<file path="src/rtl/alu_seq_ctrl.sv">
// alu_seq_ctrl: owns acc/flags and sequences an external 8-bit ALU.
// Define ALU_SEQ_MUL_EN to enable the 16-cycle shift-add multiply (op 111).
module alu_seq_ctrl #(
  parameter int WIDTH = 8,
  parameter int CNT_W = 3
) (
  input  logic             clk,
  input  logic             reset,
  input  logic             cmd_valid,
  output logic             cmd_ready,
  input  logic [2:0]       cmd_op,
  input  logic [WIDTH-1:0] cmd_data,
  output logic [WIDTH-1:0] alu_a,
  output logic [WIDTH-1:0] alu_b,
  output logic [1:0]       alu_sel,
  output logic [1:0]       alu_ls,
  input  logic [WIDTH-1:0] alu_result,
  input  logic             alu_cout,
  input  logic             alu_zout,
  output logic [WIDTH-1:0] acc,
  output logic             c_flag,
  output logic             z_flag,
  output logic             busy,
  output logic             done
);

  if (CNT_W != $clog2(WIDTH)) begin : g_cnt_w_chk
    $error("CNT_W must equal log2(WIDTH)");
  end

  localparam logic [2:0] OP_CLR = 3'b000;
  localparam logic [2:0] OP_LD  = 3'b001;
  localparam logic [2:0] OP_ADD = 3'b010;
  localparam logic [2:0] OP_SUB = 3'b011;
  localparam logic [2:0] OP_NOR = 3'b100;
  localparam logic [2:0] OP_SHL = 3'b101;
  localparam logic [2:0] OP_SHR = 3'b110;
  localparam logic [2:0] OP_MUL = 3'b111;

  localparam logic [1:0] SEL_NUL = 2'b00;
  localparam logic [1:0] SEL_NOR = 2'b01;
  localparam logic [1:0] SEL_ADD = 2'b10;
  localparam logic [1:0] SEL_SUB = 2'b11;

  localparam logic [1:0] LS_RST = 2'b00;
  localparam logic [1:0] LS_SHL = 2'b01;
  localparam logic [1:0] LS_LD  = 2'b10;
  localparam logic [1:0] LS_SHR = 2'b11;

  typedef enum logic [2:0] {
    S_IDLE,
    S_EXEC,
`ifdef ALU_SEQ_MUL_EN
    S_MUL_ADD,
    S_MUL_SHL,
`endif
    S_DONE
  } state_t;

  state_t           state_q;
  logic [2:0]       op_q;
  logic [WIDTH-1:0] opr_q;
  logic [WIDTH-1:0] acc_q;
  logic             c_q;
  logic             z_q;
  logic             busy_q;
  logic             ready_q;
  logic             done_q;

`ifdef ALU_SEQ_MUL_EN
  logic [WIDTH-1:0] p_q;
  logic [WIDTH-1:0] m_q;
  logic [WIDTH-1:0] q_q;
  logic [CNT_W-1:0] cnt_q;
  logic             sticky_q;
  logic             zmul_q;
  logic             sticky_d;
  logic             last_iter;

  // A bit shifted out of M is lost product only if Q still has work left
  assign sticky_d  = sticky_q | (m_q[WIDTH-1] & (|q_q[WIDTH-1:1]));
  assign last_iter = (cnt_q == CNT_W'(WIDTH - 1));
`endif

  assign acc       = acc_q;
  assign c_flag    = c_q;
  assign z_flag    = z_q;
  assign busy      = busy_q;
  assign cmd_ready = ready_q;
  assign done      = done_q;

  always_comb begin
    alu_a   = acc_q;
    alu_b   = '0;
    alu_sel = SEL_NUL;
    alu_ls  = LS_LD;
    case (state_q)
      S_EXEC: begin
        alu_b = opr_q;
        unique case (op_q)
          OP_CLR: alu_ls = LS_RST;
          OP_LD:  alu_a = opr_q;
          OP_ADD: alu_sel = SEL_ADD;
          OP_SUB: alu_sel = SEL_SUB;
          OP_NOR: alu_sel = SEL_NOR;
          OP_SHL: alu_ls = LS_SHL;
          OP_SHR: alu_ls = LS_SHR;
          OP_MUL: alu_b = '0;
        endcase
      end
`ifdef ALU_SEQ_MUL_EN
      S_MUL_ADD: begin
        alu_a   = p_q;
        alu_b   = q_q[0] ? m_q : '0;
        alu_sel = SEL_ADD;
      end
      S_MUL_SHL: begin
        alu_a  = m_q;
        alu_ls = LS_SHL;
      end
`endif
      default: ;
    endcase
  end

  always_ff @(posedge clk or posedge reset) begin
    if (reset) begin
      state_q  <= S_IDLE;
      op_q     <= '0;
      opr_q    <= '0;
      acc_q    <= '0;
      c_q      <= 1'b0;
      z_q      <= 1'b0;
      busy_q   <= 1'b0;
      ready_q  <= 1'b1;
      done_q   <= 1'b0;
`ifdef ALU_SEQ_MUL_EN
      p_q      <= '0;
      m_q      <= '0;
      q_q      <= '0;
      cnt_q    <= '0;
      sticky_q <= 1'b0;
      zmul_q   <= 1'b0;
`endif
    end else begin
      case (state_q)
        S_IDLE: begin
          if (cmd_valid && ready_q) begin
            op_q    <= cmd_op;
            opr_q   <= cmd_data;
            busy_q  <= 1'b1;
            ready_q <= 1'b0;
            state_q <= S_EXEC;
`ifdef ALU_SEQ_MUL_EN
            if (cmd_op == OP_MUL) begin
              p_q      <= '0;
              m_q      <= acc_q;
              q_q      <= cmd_data;
              cnt_q    <= '0;
              sticky_q <= 1'b0;
              state_q  <= S_MUL_ADD;
            end
`endif
          end
        end
        S_EXEC: begin
          if (op_q != OP_MUL) begin
            acc_q <= alu_result;
            c_q   <= alu_cout;
            z_q   <= alu_zout;
          end
          done_q  <= 1'b1;
          state_q <= S_DONE;
        end
`ifdef ALU_SEQ_MUL_EN
        S_MUL_ADD: begin
          p_q      <= alu_result;
          sticky_q <= sticky_q | alu_cout;
          if (last_iter) zmul_q <= alu_zout;
          state_q  <= S_MUL_SHL;
        end
        S_MUL_SHL: begin
          m_q      <= alu_result;
          q_q      <= q_q >> 1;
          sticky_q <= sticky_d;
          if (last_iter) begin
            // Flags are held back so acc/c/z all change on one edge
            acc_q   <= p_q;
            c_q     <= sticky_d;
            z_q     <= zmul_q;
            done_q  <= 1'b1;
            state_q <= S_DONE;
          end else begin
            cnt_q   <= cnt_q + 1'b1;
            state_q <= S_MUL_ADD;
          end
        end
`endif
        S_DONE: begin
          done_q  <= 1'b0;
          busy_q  <= 1'b0;
          ready_q <= 1'b1;
          state_q <= S_IDLE;
        end
        default: state_q <= S_IDLE;
      endcase
    end
  end

endmodule

</file>
<file path="config.mk">
export PLATFORM = sky130hd
export DESIGN_NAME = alu_seq_ctrl
export DESIGN_NICKNAME = d
export VERILOG_FILES = /design/src/rtl/alu_seq_ctrl.sv
export SDC_FILE = /design/constraint.sdc
export NUM_CORES = 1
export LEC_CHECK = 0
export ABC_AREA = 1
export CORE_ASPECT_RATIO = 0.8
export CORE_MARGIN = 3
export CORE_UTILIZATION = 25
export CTS_BUF_LIST = sky130_fd_sc_hd__clkbuf_2 sky130_fd_sc_hd__clkbuf_4 sky130_fd_sc_hd__clkbuf_8
export DETAILED_ROUTE_END_ITERATION = 10
export PLACE_DENSITY = 0.53
export SYNTH_ARGS = -nofsm -noshare
export SYNTH_HDL_FRONTEND = slang
export SYNTH_SLANG_ARGS = --single-unit
export TNS_END_PERCENT = 100
</file>
<file path="constraint.sdc">
create_clock -name clk -period 2.09 [get_ports clk]
set_clock_uncertainty 0.15 [all_clocks]
set_input_delay 0.5225 -clock clk [delete_from_list [all_inputs] [get_ports clk]]
set_output_delay 0.5225 -clock clk [all_outputs]
set_load 0.02 [all_outputs]
</file>
==> results_dict.tcl <==
# place-and-route summary
set metrics [dict create \
    worst_slack_ns -0.05862 \
    drc 0 \
    cts_resized 125 \
    syn_inst 178 \
    yosysMostFrequentCell "nand2_1" \
    nWellTaps 62 \
    critPathMaxStageDelay_ns 0.40 \
    ys.flops 26 \
    grt_pass1_wl_mm 6.141 \
    yosys.area_share.xor_xnor 0 \
    total_power_mw 3.648 \
    top_power_group "combinational cells" \
    post-place-cells 305 \
    cts_sinks 26 \
    combPwrFrac 0.620 \
    p_switching_mw 1.587 \
    min_path_cells 2 \
    yosys_area_sq_um 1355 \
    sh_comb_area 0.2911 \
    wl_met3_um 317 \
    place_ws_ns -0.3082 \
    comb_cells 118 \
    seq_cell_count 26 \
    core_sq_um 5122 \
    swShare 0.4350 \
    yosys_warnings 0 \
    wl_met2_mm 1.645 \
    finish.utilization 0.4507 \
    synth_area_sq_um 1355 \
    largest_class "non-clock buffers" \
    comb_cell_power_mw 2.26 \
    ant_nets 0 \
    buf_share 0.3154 \
    dieHeight_um 71.85 \
    worstSetupStartpointType "register" \
    drive_gt1_frac 0.3150 \
    top_area_cell "dfrtp_1" \
    synth-edff-count 0 \
    hold_path_class "reg -> reg" \
    drv_slew 0 \
    synth.area.mux_share 0 \
    lay_top_cells "nand2_1 (48), clkdlybuf4s50_1 (35), buf_4 (30)" \
    first_global_vias 1325 \
    reg2reg_depth 9 \
    rr_startpoint "state_q[1]" \
    clock_buffer_count 3 \
    syn-num-nets 206 \
    cp.required_ns 1.42 \
    drt_first_pass_iters 4 \
    setup_tns_ns -0.4965 \
    crit_path_end_kind "output port" \
    final_nets 283 \
    p_leak_nw 1.147 \
    cts.clk_slew.worst_paths_ns 0.09 \
    critPathSlowestCell "dfrtp_1" \
    nFillCells 530 \
    whs_ns 0.3388 \
    r2r_slack_ns 0.30 \
    ys_sh_adder 0.03693 \
    final-comb-area_sq_um 671.9 \
    nNonClkBuffers 78 \
    compound_area_frac 0.06556 \
    crit_chain "inv_2 -> ha_4 -> inv_2 -> nor2_4 -> buf_6 -> nand3_1 -> nand2_1 -> buf_6" \
    cts_tree "done" \
    track_usage 0.1225 \
    cp_max_fo 4 \
    p_clk_mw 0.417 \
    pwr-share-seq 0.266 \
    cts_hold_buffers 0 \
    worst_ep_arrival_time_ns 1.48 \
    htreeDepth 1 \
    chipWidth_um 88.31 \
    ys_cells 178 \
    hold_end "z_flag" \
    vias_per_cell 4.250 \
    finalHoldViolCount 0 \
    synthDistinctLibCells 22 \
    top_layer_used "met4" \
    fin_cells 316 \
    setup_viol 12 \
    ys_top_cells_by_area "dfrtp_1 (46%), nand2_1 (16%), nand3_1 (7.4%)" \
    p_seq_mw 0.970 \
    gp_congestion 0.7704 \
    path_depth 8 \
    max_cap_viol_count 0 \
    crit_family "flip-flops" \
    syn_avg_cell_area_sq_um 7.613 \
    violations "negative setup slack" \
    clk_latency_ns 0.27 \
    cts_buffers 3 \
    clockPowerShare 0.114 \
    top_cells_by_count "nand2_1 (56), inv_1 (26), dfrtp_1 (25)" \
    tool_warnings 31 \
    max_freq_ghz 0.4654 \
    worstMarginPinSlew_ns 0.3394 \
    antenna_found_initial 0 \
    top_logic_kind "simple AND/OR/NAND/NOR gates" \
    drt_wl_total_mm 3.799 \
    async_flop_share 1.000 \
    fp_util 0.2645 \
    num_antenna_cells 0 \
    status "complete, but fails checks" \
    simple_gate_share 0.3112 \
    grt_overflow 0 \
    cts_buffer_depth 2 \
    clockNetworkAreaShare 0.03089 \
    num_vias 1343 \
    rows 23 \
    endpoint "alu_a[4]" \
    hpwlAfterDp_mm 2.774 \
    top_cell_area_share 0.4617 \
    max_slew_margin 0.7737 \
    postLayoutCellArea_sq_um 2308 \
    first_iter_violations 24 \
    drt-met1-wl_mm 1.822 \
    startpoint "state_q[1]" \
    synth_seq_share 0.4811 \
    r2r-end "busy" \
    path_buffers 4 \
    worst_hold_startpoint "z_flag" \
    p_int_mw 2.061 \
    p_per_area_nw_per_um2 1580 \
    placed_cell_area_sq_um 2068 \
    cts_root_buf "clkbuf_8" \
    rsz0062_at_grt "true" \
    top_usage_layer "met2" \
    period_minus_slack_ns 2.149 \
    mostFrequentLayoutCell "nand2_1" \
    inverters 28 \
    grt_max_degree 27 \
    flop_cell "dfrtp_1" \
    dieArea_sq_um 6345 \
    area_growth_pct 70.36 \
    post_cts_buffers 2 \
]
==> images/congestion_map.png <==
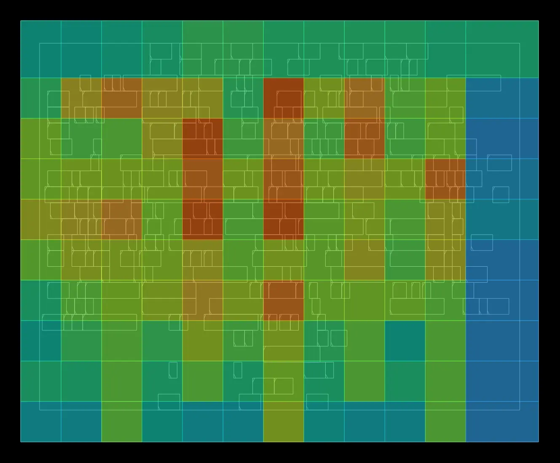
GR Util met1: 0.1755
WL per Instance: 12.02 um
met3 usage: 0.04713
GR met2 Demand/Resource: 0.1784

==> images/port_trees.png <==
Scale bar: 20 um.
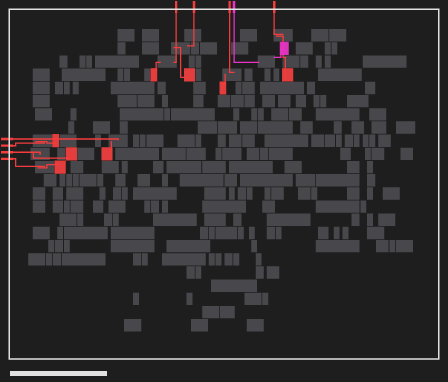
- red: `alu_a` (direction output; edge 4 left, 4 top; end cells 8; buffers 8; wire 128 um)
- magenta: `alu_cout` (direction input; edge top; end cells 1; buffers 1; wire 19.1 um)
PortBufs: 56
boundary pin count: 57

==> images/ff_map.png <==
Scale bar: 20 um. Other sequential cells in the stronger grey, the rest of the logic in the fainter grey.
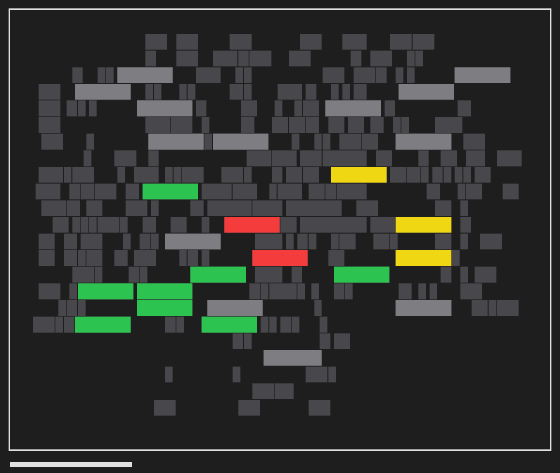
- yellow: `op_q` (placed flops 3)
- green: `opr_q` (placed flops 8)
- red: `state_q` (placed flops 2)
- not coloured: 13
flop share of the area: 0.2824
Seq. cell area: 651.9 sq um

==> images/gates.png <==
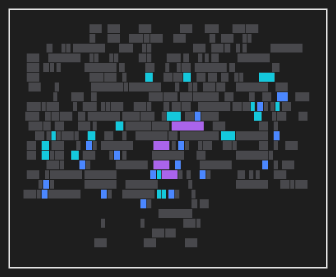
- blue: aoi and oai cells (cells 17; most used o21ai_0)
- cyan: nor cells (cells 17; most used nor2_2)
- purple: fa/ha/maj cells (cells 4; most used ha_1; where centre)

Power and IR drop assume default switching activity.
